**config.mk**
```make
export PLATFORM = sky130hd
export DESIGN_NAME = conv2d_patch_loader_flat
export DESIGN_NICKNAME = d
export VERILOG_FILES = /design/src/rtl/conv2d_patch_loader_if.sv /design/src/rtl/conv2d_patch_loader.sv /design/src/flat_wrapper.sv
export SDC_FILE = /design/constraint.sdc
export NUM_CORES = 1
export LEC_CHECK = 0
export ABC_CLOCK_PERIOD_IN_PS = 6000
export CORE_MARGIN = 2
export CORE_UTILIZATION = 45
export CTS_BUF_LIST = sky130_fd_sc_hd__clkbuf_4
export CTS_CLUSTER_SIZE = 30
export DETAILED_ROUTE_END_ITERATION = 8
export GPL_TIMING_DRIVEN = 0
export PLACE_DENSITY = 0.71
export SETUP_SLACK_MARGIN = 0.15
export SLEW_MARGIN = 20
export SYNTH_ARGS = -nofsm -noshare
export SYNTH_HDL_FRONTEND = slang
export SYNTH_SLANG_ARGS = --single-unit
export TNS_END_PERCENT = 20
```
**constraint.sdc**
```tcl
create_clock -name clk -period 6 [get_ports clk]
set_input_delay 0.6 -clock clk [delete_from_list [all_inputs] [get_ports clk]]
set_output_delay 0.6 -clock clk [all_outputs]
set_load 0.05 [all_outputs]
```
**src/rtl/conv2d_patch_loader_if.sv**
```systemverilog
// ---------------------------------------------------------------------------
// conv2d_patch_loader_if
// Bundles the patch loader's two buses:
//   - feature-map memory read port: mem_rd_en, mem_addr (loader drives),
//     mem_data (memory drives, valid one cycle after mem_rd_en)
//   - patch FIFO side: wr_en, data_in, rd_en (loader drives),
//     patch_ack (downstream MAC array drives)
// Modports:
//   master - the patch loader
//   slave  - the memory / FIFO / MAC environment
// ---------------------------------------------------------------------------
interface conv2d_patch_loader_if #(
    parameter int DATA_Width = 14,
    parameter int ADDR_W     = 16
);
    logic                  mem_rd_en;
    logic [ADDR_W-1:0]     mem_addr;
    logic [DATA_Width-1:0] mem_data;
    logic                  wr_en;
    logic [DATA_Width-1:0] data_in;
    logic                  rd_en;
    logic                  patch_ack;

    modport master (
        output mem_rd_en, mem_addr, wr_en, data_in, rd_en,
        input  mem_data, patch_ack
    );

    modport slave (
        input  mem_rd_en, mem_addr, wr_en, data_in, rd_en,
        output mem_data, patch_ack
    );
endinterface

```
**src/rtl/conv2d_patch_loader.sv**
```systemverilog
// ---------------------------------------------------------------------------
// conv2d_patch_loader
// Walks the output grid of a KxK convolution, fetches each receptive-field
// patch (kr, kc outer, channel innermost) from feature-map memory and streams
// it one element per cycle into the patch FIFO. After the last element it
// pulses rd_en so the FIFO latches the flattened patch, then waits for
// patch_ack before loading the next one. done pulses after the last ack.
//
// Ports:
//   clk, rst      clock, asynchronous active-low reset
//   start         begin one layer pass (only sampled while idle)
//   bus           conv2d_patch_loader_if.master (memory + FIFO + ack)
//   out_row/col   output-grid coordinate of the current patch
//   busy          high whenever not idle
//   done          one-cycle pulse after the last patch is acknowledged
//
// Build option: define CONV_LOADER_PAD_EN to honour PAD (border slots become
// zero-filled pad slots with no memory read). Without it the layer is a
// valid (unpadded) convolution and every slot issues a read.
// ---------------------------------------------------------------------------
module conv2d_patch_loader #(
    parameter int DATA_Width = 14,
    parameter int IMG_H      = 8,
    parameter int IMG_W      = 8,
    parameter int CH         = 3,
    parameter int K          = 3,
    parameter int STRIDE     = 2,
    parameter int PAD        = 1,
    parameter int ADDR_W     = 16
) (
    input  logic                         clk,
    input  logic                         rst,
    input  logic                         start,
    conv2d_patch_loader_if.master        bus,
    output logic [7:0]                   out_row,
    output logic [7:0]                   out_col,
    output logic                         busy,
    output logic                         done
);

`ifdef CONV_LOADER_PAD_EN
    localparam int PadEff = PAD;
`else
    // Padding disabled: PAD stays in the parameter list so instances need no edits.
    localparam int PadEff = PAD - PAD;
`endif

    localparam int Patch = K * K * CH;
    localparam int OutH  = (IMG_H + 2 * PadEff - K) / STRIDE + 1;
    localparam int OutW  = (IMG_W + 2 * PadEff - K) / STRIDE + 1;
    localparam int KW    = (K > 1) ? $clog2(K) : 1;
    localparam int CW    = (CH > 1) ? $clog2(CH) : 1;
    localparam int SW    = $clog2(Patch + 1);

    typedef enum logic [2:0] {
        StIdle,
        StLoad,
        StFlush,
        StEmit,
        StWait,
        StDone
    } state_e;

    state_e          state_q;
    logic [KW-1:0]   kr_q;
    logic [KW-1:0]   kc_q;
    logic [CW-1:0]   ch_q;
    logic [SW-1:0]   slot_q;
    logic [7:0]      row_q;
    logic [7:0]      col_q;
    logic            wr_en_q;
    logic            pad_q;
    logic            rd_en_q;
    logic            busy_q;
    logic            done_q;

    int              ir;
    int              ic;
    logic            in_range;
    logic            issue;
    logic            last_patch;

    // Issue stage: the slot counters name the slot being issued this cycle,
    // so the read address is decoded straight from them.
    always_comb begin
        ir         = int'(row_q) * STRIDE + int'(kr_q) - PadEff;
        ic         = int'(col_q) * STRIDE + int'(kc_q) - PadEff;
        in_range   = (ir >= 0) && (ir < IMG_H) && (ic >= 0) && (ic < IMG_W);
        issue      = (state_q == StLoad) && in_range;
        last_patch = (row_q == 8'(OutH - 1)) && (col_q == 8'(OutW - 1));
    end

    assign bus.mem_rd_en = issue;
    assign bus.mem_addr  = issue ? ADDR_W'((ir * IMG_W + ic) * CH + int'(ch_q)) : '0;

    // Write stage: wr_en_q/pad_q are the issue tags delayed one cycle so they
    // line up with mem_data.
    assign bus.wr_en   = wr_en_q;
    assign bus.data_in = (wr_en_q && !pad_q) ? bus.mem_data : DATA_Width'(0);
    assign bus.rd_en   = rd_en_q;

    assign out_row = row_q;
    assign out_col = col_q;
    assign busy    = busy_q;
    assign done    = done_q;

    always_ff @(posedge clk or negedge rst) begin
        if (!rst) begin
            state_q <= StIdle;
            kr_q    <= '0;
            kc_q    <= '0;
            ch_q    <= '0;
            slot_q  <= '0;
            row_q   <= '0;
            col_q   <= '0;
            wr_en_q <= 1'b0;
            pad_q   <= 1'b0;
            rd_en_q <= 1'b0;
            busy_q  <= 1'b0;
            done_q  <= 1'b0;
        end else begin
            wr_en_q <= 1'b0;
            pad_q   <= 1'b0;
            rd_en_q <= 1'b0;
            done_q  <= 1'b0;
            unique case (state_q)
                StIdle: begin
                    if (start) begin
                        state_q <= StLoad;
                        busy_q  <= 1'b1;
                    end
                end
                StLoad: begin
                    wr_en_q <= 1'b1;
                    pad_q   <= !in_range;
                    if (ch_q == CW'(CH - 1)) begin
                        ch_q <= '0;
                        if (kc_q == KW'(K - 1)) begin
                            kc_q <= '0;
                            kr_q <= kr_q + 1'b1;
                        end else begin
                            kc_q <= kc_q + 1'b1;
                        end
                    end else begin
                        ch_q <= ch_q + 1'b1;
                    end
                    // Last slot: clear the walk so the next patch starts at slot 0.
                    if (slot_q == SW'(Patch - 1)) begin
                        slot_q  <= '0;
                        kr_q    <= '0;
                        kc_q    <= '0;
                        ch_q    <= '0;
                        state_q <= StFlush;
                    end else begin
                        slot_q <= slot_q + 1'b1;
                    end
                end
                StFlush: begin
                    rd_en_q <= 1'b1;
                    state_q <= StEmit;
                end
                StEmit: begin
                    state_q <= StWait;
                end
                StWait: begin
                    if (bus.patch_ack) begin
                        if (last_patch) begin
                            row_q   <= '0;
                            col_q   <= '0;
                            done_q  <= 1'b1;
                            state_q <= StDone;
                        end else begin
                            if (col_q == 8'(OutW - 1)) begin
                                col_q <= '0;
                                row_q <= row_q + 8'd1;
                            end else begin
                                col_q <= col_q + 8'd1;
                            end
                            state_q <= StLoad;
                        end
                    end
                end
                StDone: begin
                    busy_q  <= 1'b0;
                    state_q <= StIdle;
                end
                default: begin
                    state_q <= StIdle;
                end
            endcase
        end
    end

endmodule

```
**src/flat_wrapper.sv**
```systemverilog
// flat-port wrapper written by rule: the top's interface ports become plain ports
module conv2d_patch_loader_flat 
#(
    parameter int DATA_Width = 14,
    parameter int IMG_H      = 8,
    parameter int IMG_W      = 8,
    parameter int CH         = 3,
    parameter int K          = 3,
    parameter int STRIDE     = 2,
    parameter int PAD        = 1,
    parameter int ADDR_W     = 16
)
  (clk, rst, start, out_row, out_col, busy, done, bus_mem_rd_en, bus_mem_addr, bus_wr_en, bus_data_in, bus_rd_en, bus_mem_data, bus_patch_ack);
  conv2d_patch_loader_if #(.DATA_Width(DATA_Width), .ADDR_W(ADDR_W)) bus_i ();
  input  logic clk;
  input  logic rst;
  input  logic start;
  output logic [7:0] out_row;
  output logic [7:0] out_col;
  output logic busy;
  output logic done;
  output wire logic [$bits(bus_i.mem_rd_en)-1:0] bus_mem_rd_en;
  output wire logic [$bits(bus_i.mem_addr)-1:0] bus_mem_addr;
  output wire logic [$bits(bus_i.wr_en)-1:0] bus_wr_en;
  output wire logic [$bits(bus_i.data_in)-1:0] bus_data_in;
  output wire logic [$bits(bus_i.rd_en)-1:0] bus_rd_en;
  input wire logic [$bits(bus_i.mem_data)-1:0] bus_mem_data;
  input wire logic [$bits(bus_i.patch_ack)-1:0] bus_patch_ack;
  assign bus_mem_rd_en = bus_i.mem_rd_en;
  assign bus_mem_addr = bus_i.mem_addr;
  assign bus_wr_en = bus_i.wr_en;
  assign bus_data_in = bus_i.data_in;
  assign bus_rd_en = bus_i.rd_en;
  assign bus_i.mem_data = bus_mem_data;
  assign bus_i.patch_ack = bus_patch_ack;
  conv2d_patch_loader #(.DATA_Width(DATA_Width), .IMG_H(IMG_H), .IMG_W(IMG_W), .CH(CH), .K(K), .STRIDE(STRIDE), .PAD(PAD), .ADDR_W(ADDR_W)) u_core (.clk(clk), .rst(rst), .start(start), .bus(bus_i), .out_row(out_row), .out_col(out_col), .busy(busy), .done(done));
endmodule
```
Fig. 1: run 1, wiring by layer
Scale bar: 20 um. Two of the layers only.
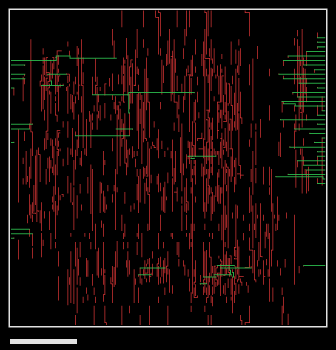
colour	layer	wire length
red	met2	3,790 um
green	met3	417 um
via count: 3,440
GRT Overall Usage: 17.1%
Post-Route WL: 7790 um
DR WL/cell: 12.7 um

Fig. 2: run 1, cell density map
The die is cut into 9 by 9 equal tiles; black is low, pale yellow is high, 0 to 100% covered.
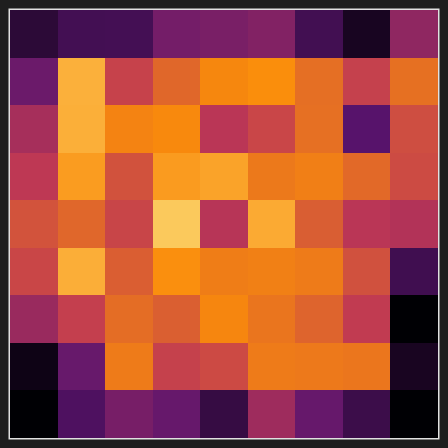
mean over tiles	51%
fullest tile	88%
nearly empty tiles	3.7%
tiles over 75% full	12%
densest ninth of the die	middle

Fig. 3: run 1, routing congestion
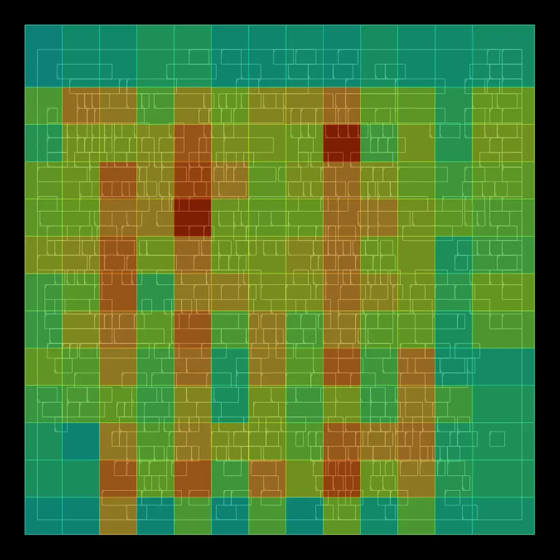
GR Util met1: 22.1%
met3 usage: 3.69%
Final Util: 59.4%

==> run summary, run 1 <==
yosys + openroad results -> # resized after CTS=22, number of buffers created by CTS=5, clock sink count=35, P_seq=334 uW, vias in the first global route=2,964, TNS Setup=0 ns, ys cells=430, Post-DRT Antenna Nets=0, first-pass GRT wire length=around 13,000 um, Basic Gates by Area=25.1%, Max power group=combinational logic, setup ws final=about 0.39 ns, Cell Area, Synth=3670 um2, final cell count without fillers=approximately 610, status=completed, Met3 Routed Length=417 um, die height=94.3 um, DP Area=4500 um2, Logic inverters=10, yosys stat area=3670 um2, Skew-Pair Late Insertion Delay=0.34 ns, worst setup path class=register to output port, Synth Seq Share=around a quarter, diodes inserted=0, Area Overhead vs Synth=26.4%, CP max stage delay=~0.43 ns, adder and majority gate portion of the synthesized area=21.5%, IO buf count=68, Mux cell area share=less than 1%, Starting DRT DRC Count=about 110, die width=94.3 um, Net Switching=between 700 and 800 uW, Comb area share=59.0%, Placed Instances=602, Distinct lib cells used=~63
Fig. 4: run 1, where the registers sit
Scale bar: 20 um.
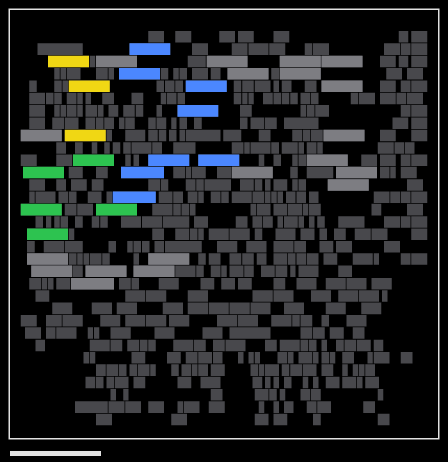

==> inputs of run 2 (changes only) <==
ABC_CLOCK_PERIOD_IN_PS = not set   (was 6000)
CORE_ASPECT_RATIO = 0.9   (was not set)
GPL_TIMING_DRIVEN = not set   (was 0)
Fig. 5: run 2, where the registers sit
Scale bar: 20 um.
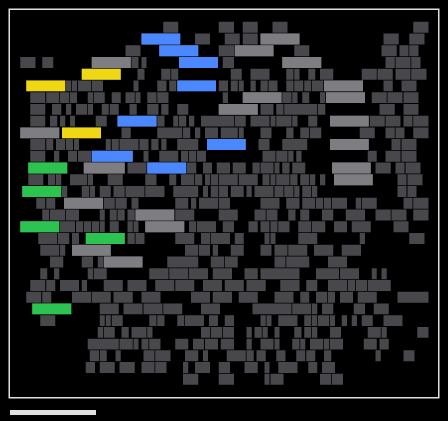
colour	netlist name	placed flops
blue	u_core.out_col	8
yellow	u_core.state_q	3
green	u_core.slot_q	5
not coloured	19
P_seq: 347 uW
Final Util: 57.1%
Sequential cell area: 878 um2
fraction of area in registers: 19.3%

==> run summary, run 2 <==
yosys + openroad results -> Synth Seq Share=a little under a quarter, CP max stage delay=approximately 0.44 ns, status=completed, Hold Slack=0.545 ns, TNS Setup=0 ns, Max power group=combinational logic, Placed Instances=582, diodes inserted=0, Post-DRT Antenna Nets=0, vias in the first global route=3,132, worst setup path class=register to output port, Met3 Routed Length=487 um, DPL Wire Length=~6400 um, Worst setup EP type=output port, die width=99.2 um, Logic inverters=10, Mux cell area share=0.852%, Post-Route WL=8280 um, final cell count without fillers=593, adder and majority gate portion of the synthesized area=about 22%, IO buf count=68, ys cells=between 400 and 500, setup ws final=0.336 ns, leakage dissipation=0.00217 uW, slowest cell on the critical path=dfrtp_2, GR Util met1=between 20 and 25%, Basic Gates by Area=25.1%, GRT Overall Usage=18.6%, Slew Viols, Final=0, drt first pass iters=4, clock sink count=35, yosys stat area=about 3700 um2, Distinct lib cells used=63, DR WL/cell=~14 um, met3 usage=3.95%, Comb area share=60.4%
Power figures rest on the tool's default switching activity, not on a simulated workload.
